**A small window of the routed layout**

Bar = 5 um. Region (103, 149) to (123, 169) um. Cells in grey, sequential cells in the stronger grey; small squares are vias.
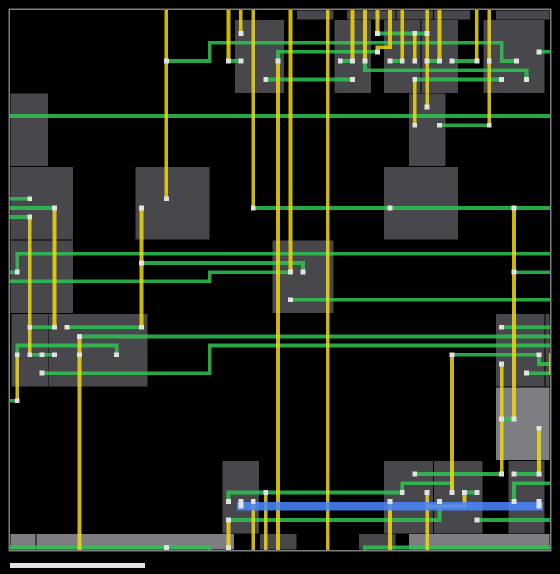
**Logic cells by family**

Bar = 50 um.
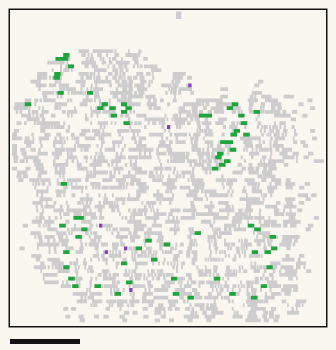
$ cat src/rtl/doppler_ramp_sequencer_if.sv
// Control/config and NCO-side signal bundle for doppler_ramp_sequencer.
// master drives config/control, slave is the sequencer itself.
interface doppler_ramp_sequencer_if #(
  parameter int CNT_W = 16
);
  logic             cfg_wr;
  logic [1:0]       cfg_addr;
  logic [31:0]      cfg_data;
  logic             start;
  logic             abort;
  logic             sample_strobe;
  logic [31:0]      doppler_shift;
  logic             busy;
  logic             done;
  logic             cfg_err;
  logic [CNT_W-1:0] step_index;

  modport master (
    output cfg_wr, cfg_addr, cfg_data, start, abort, sample_strobe,
    input  doppler_shift, busy, done, cfg_err, step_index
  );

  modport slave (
    input  cfg_wr, cfg_addr, cfg_data, start, abort, sample_strobe,
    output doppler_shift, busy, done, cfg_err, step_index
  );
endinterface

$ cat src/rtl/doppler_ramp_sequencer.sv
// Doppler ramp sequencer: steps the NCO phase increment through a programmed ramp,
// dwelling on qualified sample strobes. Define DOPPLER_RAMP_TRIANGLE_EN for a repeating triangle ramp.
module doppler_ramp_sequencer #(
  parameter int CNT_W = 16
) (
  input  logic                     M100CLK,
  input  logic                     reset_n,
  doppler_ramp_sequencer_if.slave  bus
);

  localparam logic [CNT_W-1:0] ONE = {{(CNT_W-1){1'b0}}, 1'b1};

  typedef enum logic [1:0] {IDLE, RAMP, DONE} state_t;

  state_t                  state_p0, state_nxt;

  // Programmed registers, and working copies latched when a ramp starts
  logic signed [31:0]      start_cfg, step_cfg;
  logic [CNT_W-1:0]        nsteps_cfg, dwell_cfg;
  logic signed [31:0]      step_w;
  logic [CNT_W-1:0]        nsteps_w, dwell_last_w, last_idx;

  logic signed [31:0]      shift_p0, shift_nxt;
  logic [CNT_W-1:0]        idx_p0, idx_nxt;
  logic [CNT_W-1:0]        dwell_p0, dwell_nxt;
  logic                    cfg_err_p0;
  logic                    capture;
`ifdef DOPPLER_RAMP_TRIANGLE_EN
  logic                    dir_up_p0, dir_up_nxt;
`endif

  function automatic logic [CNT_W-1:0] dwell_limit(input logic [CNT_W-1:0] d);
    return (d == '0) ? '0 : d - ONE;
  endfunction

  assign last_idx = nsteps_w - ONE;

  always_ff @(posedge M100CLK) begin
    if (!reset_n) state_p0 <= IDLE;
    else          state_p0 <= state_nxt;
  end

  always_comb begin
    state_nxt = state_p0;
    shift_nxt = shift_p0;
    idx_nxt   = idx_p0;
    dwell_nxt = dwell_p0;
    capture   = 1'b0;
`ifdef DOPPLER_RAMP_TRIANGLE_EN
    dir_up_nxt = dir_up_p0;
`endif
    if (bus.abort) begin
      state_nxt = IDLE;
      shift_nxt = '0;
      idx_nxt   = '0;
      dwell_nxt = '0;
`ifdef DOPPLER_RAMP_TRIANGLE_EN
      dir_up_nxt = 1'b1;
`endif
    end else begin
      case (state_p0)
        IDLE: begin
          if (bus.start) begin
            if (nsteps_cfg == '0) begin
              state_nxt = DONE;
            end else begin
              state_nxt = RAMP;
              shift_nxt = start_cfg;
              idx_nxt   = '0;
              dwell_nxt = '0;
              capture   = 1'b1;
`ifdef DOPPLER_RAMP_TRIANGLE_EN
              dir_up_nxt = 1'b1;
`endif
            end
          end
        end
        RAMP: begin
          if (bus.sample_strobe) begin
            if (dwell_p0 < dwell_last_w) begin
              dwell_nxt = dwell_p0 + ONE;
`ifdef DOPPLER_RAMP_TRIANGLE_EN
            end else if (nsteps_w > ONE) begin
              // Reverse at either end of the ramp; a single-step ramp just holds START
              dwell_nxt = '0;
              if ((dir_up_p0 && (idx_p0 < last_idx)) || (!dir_up_p0 && (idx_p0 == '0))) begin
                shift_nxt  = shift_p0 + step_w;
                idx_nxt    = idx_p0 + ONE;
                dir_up_nxt = 1'b1;
              end else begin
                shift_nxt  = shift_p0 - step_w;
                idx_nxt    = idx_p0 - ONE;
                dir_up_nxt = 1'b0;
              end
            end
`else
            end else if (idx_p0 < last_idx) begin
              dwell_nxt = '0;
              shift_nxt = shift_p0 + step_w;
              idx_nxt   = idx_p0 + ONE;
            end else begin
              state_nxt = DONE;
            end
`endif
          end
        end
        DONE:    state_nxt = IDLE;
        default: state_nxt = IDLE;
      endcase
    end
  end

  // Register stage: config, working copies and ramp datapath
  always_ff @(posedge M100CLK) begin
    if (!reset_n) begin
      start_cfg    <= '0;
      step_cfg     <= '0;
      nsteps_cfg   <= '0;
      dwell_cfg    <= '0;
      step_w       <= '0;
      nsteps_w     <= '0;
      dwell_last_w <= '0;
      shift_p0     <= '0;
      idx_p0       <= '0;
      dwell_p0     <= '0;
      cfg_err_p0   <= 1'b0;
`ifdef DOPPLER_RAMP_TRIANGLE_EN
      dir_up_p0    <= 1'b1;
`endif
    end else begin
      shift_p0   <= shift_nxt;
      idx_p0     <= idx_nxt;
      dwell_p0   <= dwell_nxt;
      cfg_err_p0 <= bus.cfg_wr && (state_p0 == RAMP);
`ifdef DOPPLER_RAMP_TRIANGLE_EN
      dir_up_p0  <= dir_up_nxt;
`endif
      if (bus.cfg_wr && (state_p0 != RAMP)) begin
        case (bus.cfg_addr)
          2'd0:    start_cfg  <= bus.cfg_data;
          2'd1:    step_cfg   <= bus.cfg_data;
          2'd2:    nsteps_cfg <= bus.cfg_data[CNT_W-1:0];
          default: dwell_cfg  <= bus.cfg_data[CNT_W-1:0];
        endcase
      end
      // Sampled before any same-edge write lands, so a ramp always runs on the old values
      if (capture) begin
        step_w       <= step_cfg;
        nsteps_w     <= nsteps_cfg;
        dwell_last_w <= dwell_limit(dwell_cfg);
      end
    end
  end

  assign bus.doppler_shift = shift_p0;
  assign bus.step_index    = idx_p0;
  assign bus.busy          = (state_p0 == RAMP);
  assign bus.done          = (state_p0 == DONE);
  assign bus.cfg_err       = cfg_err_p0;

endmodule

$ cat src/flat_wrapper.sv
// flat-port wrapper written by rule: the top's interface ports become plain ports
module doppler_ramp_sequencer_flat 
#(
  parameter int CNT_W = 16
)
  (M100CLK, reset_n, bus_cfg_wr, bus_cfg_addr, bus_cfg_data, bus_start, bus_abort, bus_sample_strobe, bus_doppler_shift, bus_busy, bus_done, bus_cfg_err, bus_step_index);
  doppler_ramp_sequencer_if #(.CNT_W(CNT_W)) bus_i ();
  input  logic M100CLK;
  input  logic reset_n;
  input wire logic [$bits(bus_i.cfg_wr)-1:0] bus_cfg_wr;
  input wire logic [$bits(bus_i.cfg_addr)-1:0] bus_cfg_addr;
  input wire logic [$bits(bus_i.cfg_data)-1:0] bus_cfg_data;
  input wire logic [$bits(bus_i.start)-1:0] bus_start;
  input wire logic [$bits(bus_i.abort)-1:0] bus_abort;
  input wire logic [$bits(bus_i.sample_strobe)-1:0] bus_sample_strobe;
  output wire logic [$bits(bus_i.doppler_shift)-1:0] bus_doppler_shift;
  output wire logic [$bits(bus_i.busy)-1:0] bus_busy;
  output wire logic [$bits(bus_i.done)-1:0] bus_done;
  output wire logic [$bits(bus_i.cfg_err)-1:0] bus_cfg_err;
  output wire logic [$bits(bus_i.step_index)-1:0] bus_step_index;
  assign bus_i.cfg_wr = bus_cfg_wr;
  assign bus_i.cfg_addr = bus_cfg_addr;
  assign bus_i.cfg_data = bus_cfg_data;
  assign bus_i.start = bus_start;
  assign bus_i.abort = bus_abort;
  assign bus_i.sample_strobe = bus_sample_strobe;
  assign bus_doppler_shift = bus_i.doppler_shift;
  assign bus_busy = bus_i.busy;
  assign bus_done = bus_i.done;
  assign bus_cfg_err = bus_i.cfg_err;
  assign bus_step_index = bus_i.step_index;
  doppler_ramp_sequencer #(.CNT_W(CNT_W)) u_core (.M100CLK(M100CLK), .reset_n(reset_n), .bus(bus_i));
endmodule
$ cat config.mk
export PLATFORM = sky130hd
export DESIGN_NAME = doppler_ramp_sequencer_flat
export DESIGN_NICKNAME = d
export VERILOG_FILES = /design/src/rtl/doppler_ramp_sequencer_if.sv /design/src/rtl/doppler_ramp_sequencer.sv /design/src/flat_wrapper.sv
export SDC_FILE = /design/constraint.sdc
export NUM_CORES = 1
export LEC_CHECK = 0
export ABC_AREA = 1
export ABC_CLOCK_PERIOD_IN_PS = 2700
export CAP_MARGIN = 20
export CORE_UTILIZATION = 25
export DETAILED_ROUTE_END_ITERATION = 16
export PLACE_DENSITY = 0.44
export SLEW_MARGIN = 20
export SYNTH_ARGS = -nofsm -noshare
export SYNTH_HDL_FRONTEND = slang
export SYNTH_SLANG_ARGS = --single-unit
export TNS_END_PERCENT = 30
$ cat constraint.sdc
create_clock -name M100CLK -period 2.7 [get_ports M100CLK]
set_input_delay 0.27 -clock M100CLK [delete_from_list [all_inputs] [get_ports M100CLK]]
set_output_delay 0.27 -clock M100CLK [all_outputs]
set_load 0.02 [all_outputs]
==> flow_summary_export.csv <==
group,metric,value,unit
layout,antenna_cells,0,
synth,synth.top_cells.by_count,"nand2_1, nor2_1, dfxtp_1, inv_1, o21ai_0",
worst_setup_path,worstSetupStartpointType,"register",
power,leakage,0.007120,uW
floorplanning,tap_cells,672,
floorplanning,core_area,0.04997,mm2
floorplanning,fp_util,25.28,%
worst_setup_path,cp_num_buf_inv,3,
sta,fin_ws,-0.1079,ns
routing,drt_iter0_drc,807,
worst_setup_path,critPathTopFamily,"simple AND/OR/NAND/NOR gates",
synth,synth.net_count,2066,
routing,dr_total_vias,12540,
power,p_total,10280,uW
cts,cts_tree,"done",
synth,ys_seq_share,35.98,%
worst_setup_path,reg2reg_depth,18,
synth,area_leaders,"dfxtp_1, nand2_1, nor2_1",
synth,synth.most_common_cell,"nand2_1",
sta,finalClockSkew,0.04191,ns
worst_setup_path,r2r_end,"u_core.bus.doppler_shift[23]$_SDFFE_PP0P_",
sta,setup_viol,64,
min_path,min_delay_path_depth,3,
synth,synthFlopType,"dfxtp_1",
sta,relSlewSlack,41.27,%
layout,design_area,0.01632,mm2
cts,numCtsBuffers,28,
sta,slew_viol_final,0,
routing,postRouteWirelength,43.92,mm
placed_design,routabilityCongestion,0.8615,
routing,post-route-drc-count,1,
placed_design,numPortBuffers,90,
synth,netlist_instances,1960,
synth,top_area_cell,"dfxtp_1",
worst_setup_path,path_max_fanout,8,
layout,seq_area_share,27.89,%
run_status,run_status,"finished, violations left",
global_routing,antenna_found_initial,0,
global_routing,grt_pass1_wl,67.56,mm
run_status,violations,"DRC, setup timing",
layout,seqCellArea,0.004552,mm2
cts,clk_path_buf_depth,3,
layout,final-nonclk-buf-share,10.99,%
min_path,hold_end,"u_core.bus.cfg_err$_SDFF_PN0_",
synth,yosys_warnings,0,
layout,seq_cells,227,
worst_setup_path,cpMaxStageDelayCell,"dfxtp_4",
synth,syn_area,0.01263,mm2
layout,comb_share,44.47,%
synth,avgSynthCellArea,6.444,um2
worst_setup_path,worst-path-stages,18,
sta,rsz0062_at_grt,"yes",
floorplanning,io_pins,91,
min_path,min_from,"bus_cfg_wr",
-- 'a small window of the routed layout' (at the start) --
blue -> metal 3
green -> metal 1
yellow -> metal 2
sequential cells in the window = 0
most frequent = nand2_1 (4), nor2_1 (3)
cells with their middle in the window = 17

-- 'logic cells by family' (at the start) --
purple -> and/or cells  # cells 6
green -> fa/ha/maj cells  # cells 66, where all over the die

## worst reg2reg max path: stages, from the launching register on
cell	delay, ns
dfxtp_4	0.36
nor2_4	0.09
nand3_2	0.09
inv_2	0.06
nand4_1	0.11
nor3_2	0.20
nand3_1	0.11
xor2_1	0.16
ha_1	0.34
nand4_1	0.16
a21oi_2	0.07
nor2_4	0.19
nand2_4	0.07
nand3_4	0.09
nand2_8	0.12
buf_12	0.17
buf_16	0.14
nor2_1	0.11
nor2_1	0.04
## per-layer routing
metal / vias up / global-route usage (%) / share of wire, %
met4: 0 / 3.727 / 1.8
met5: - / 0 / 0
met3: 41 / 1.931 / 3.8
met1: 5811 / 24.24 / 51
li1: 6478 / - / -
met2: 212 / 26.60 / 44
## power breakdown
part / internal (uW) / switching [uW]
Clock: 2560 / 1620
Sequential: 3560 / 146
Combinational: 1010 / 1380
## layout by cell type (no fill, tap or decap), types with 8 or more instances in the layout
cell type,instances
nand2_1,436
nor2_1,352
dfxtp_1,223
inv_1,215
o21ai_0,159
a21oi_1,133
nand3_1,91
clkdlybuf4s50_1,89
ha_1,64
buf_4,50
xor2_1,44
clkbuf_16,32
nor3_1,23
nand4_1,18
nand2_2,16
a21oi_2,14
o21ai_2,13
o21ai_1,11
buf_12,10
xnor2_1,9
inv_2,8
nor2_2,8
## stage by stage
step	setup TNS, ns	worst slack, ns
2_1_floorplan	0	0.02425
3_3_place_gp	-11.07	-0.2458
3_5_place_dp	-13.53	-0.2838
4_1_cts	-4.902	-0.1341
5_1_grt	-16.77	-0.2928
6_report	-3.564	-0.1079
## what timing repair did
action,4_1_cts,5_1_grt
pin swaps,10,45
hold endpoints to repair,7,0
endpoints found under the setup margin,64,66
buffers inserted,7,3
resized,58,65
hold buffers,1,0
cloned,6,5
Power figures rest on the tool's default switching activity, not on a simulated workload.
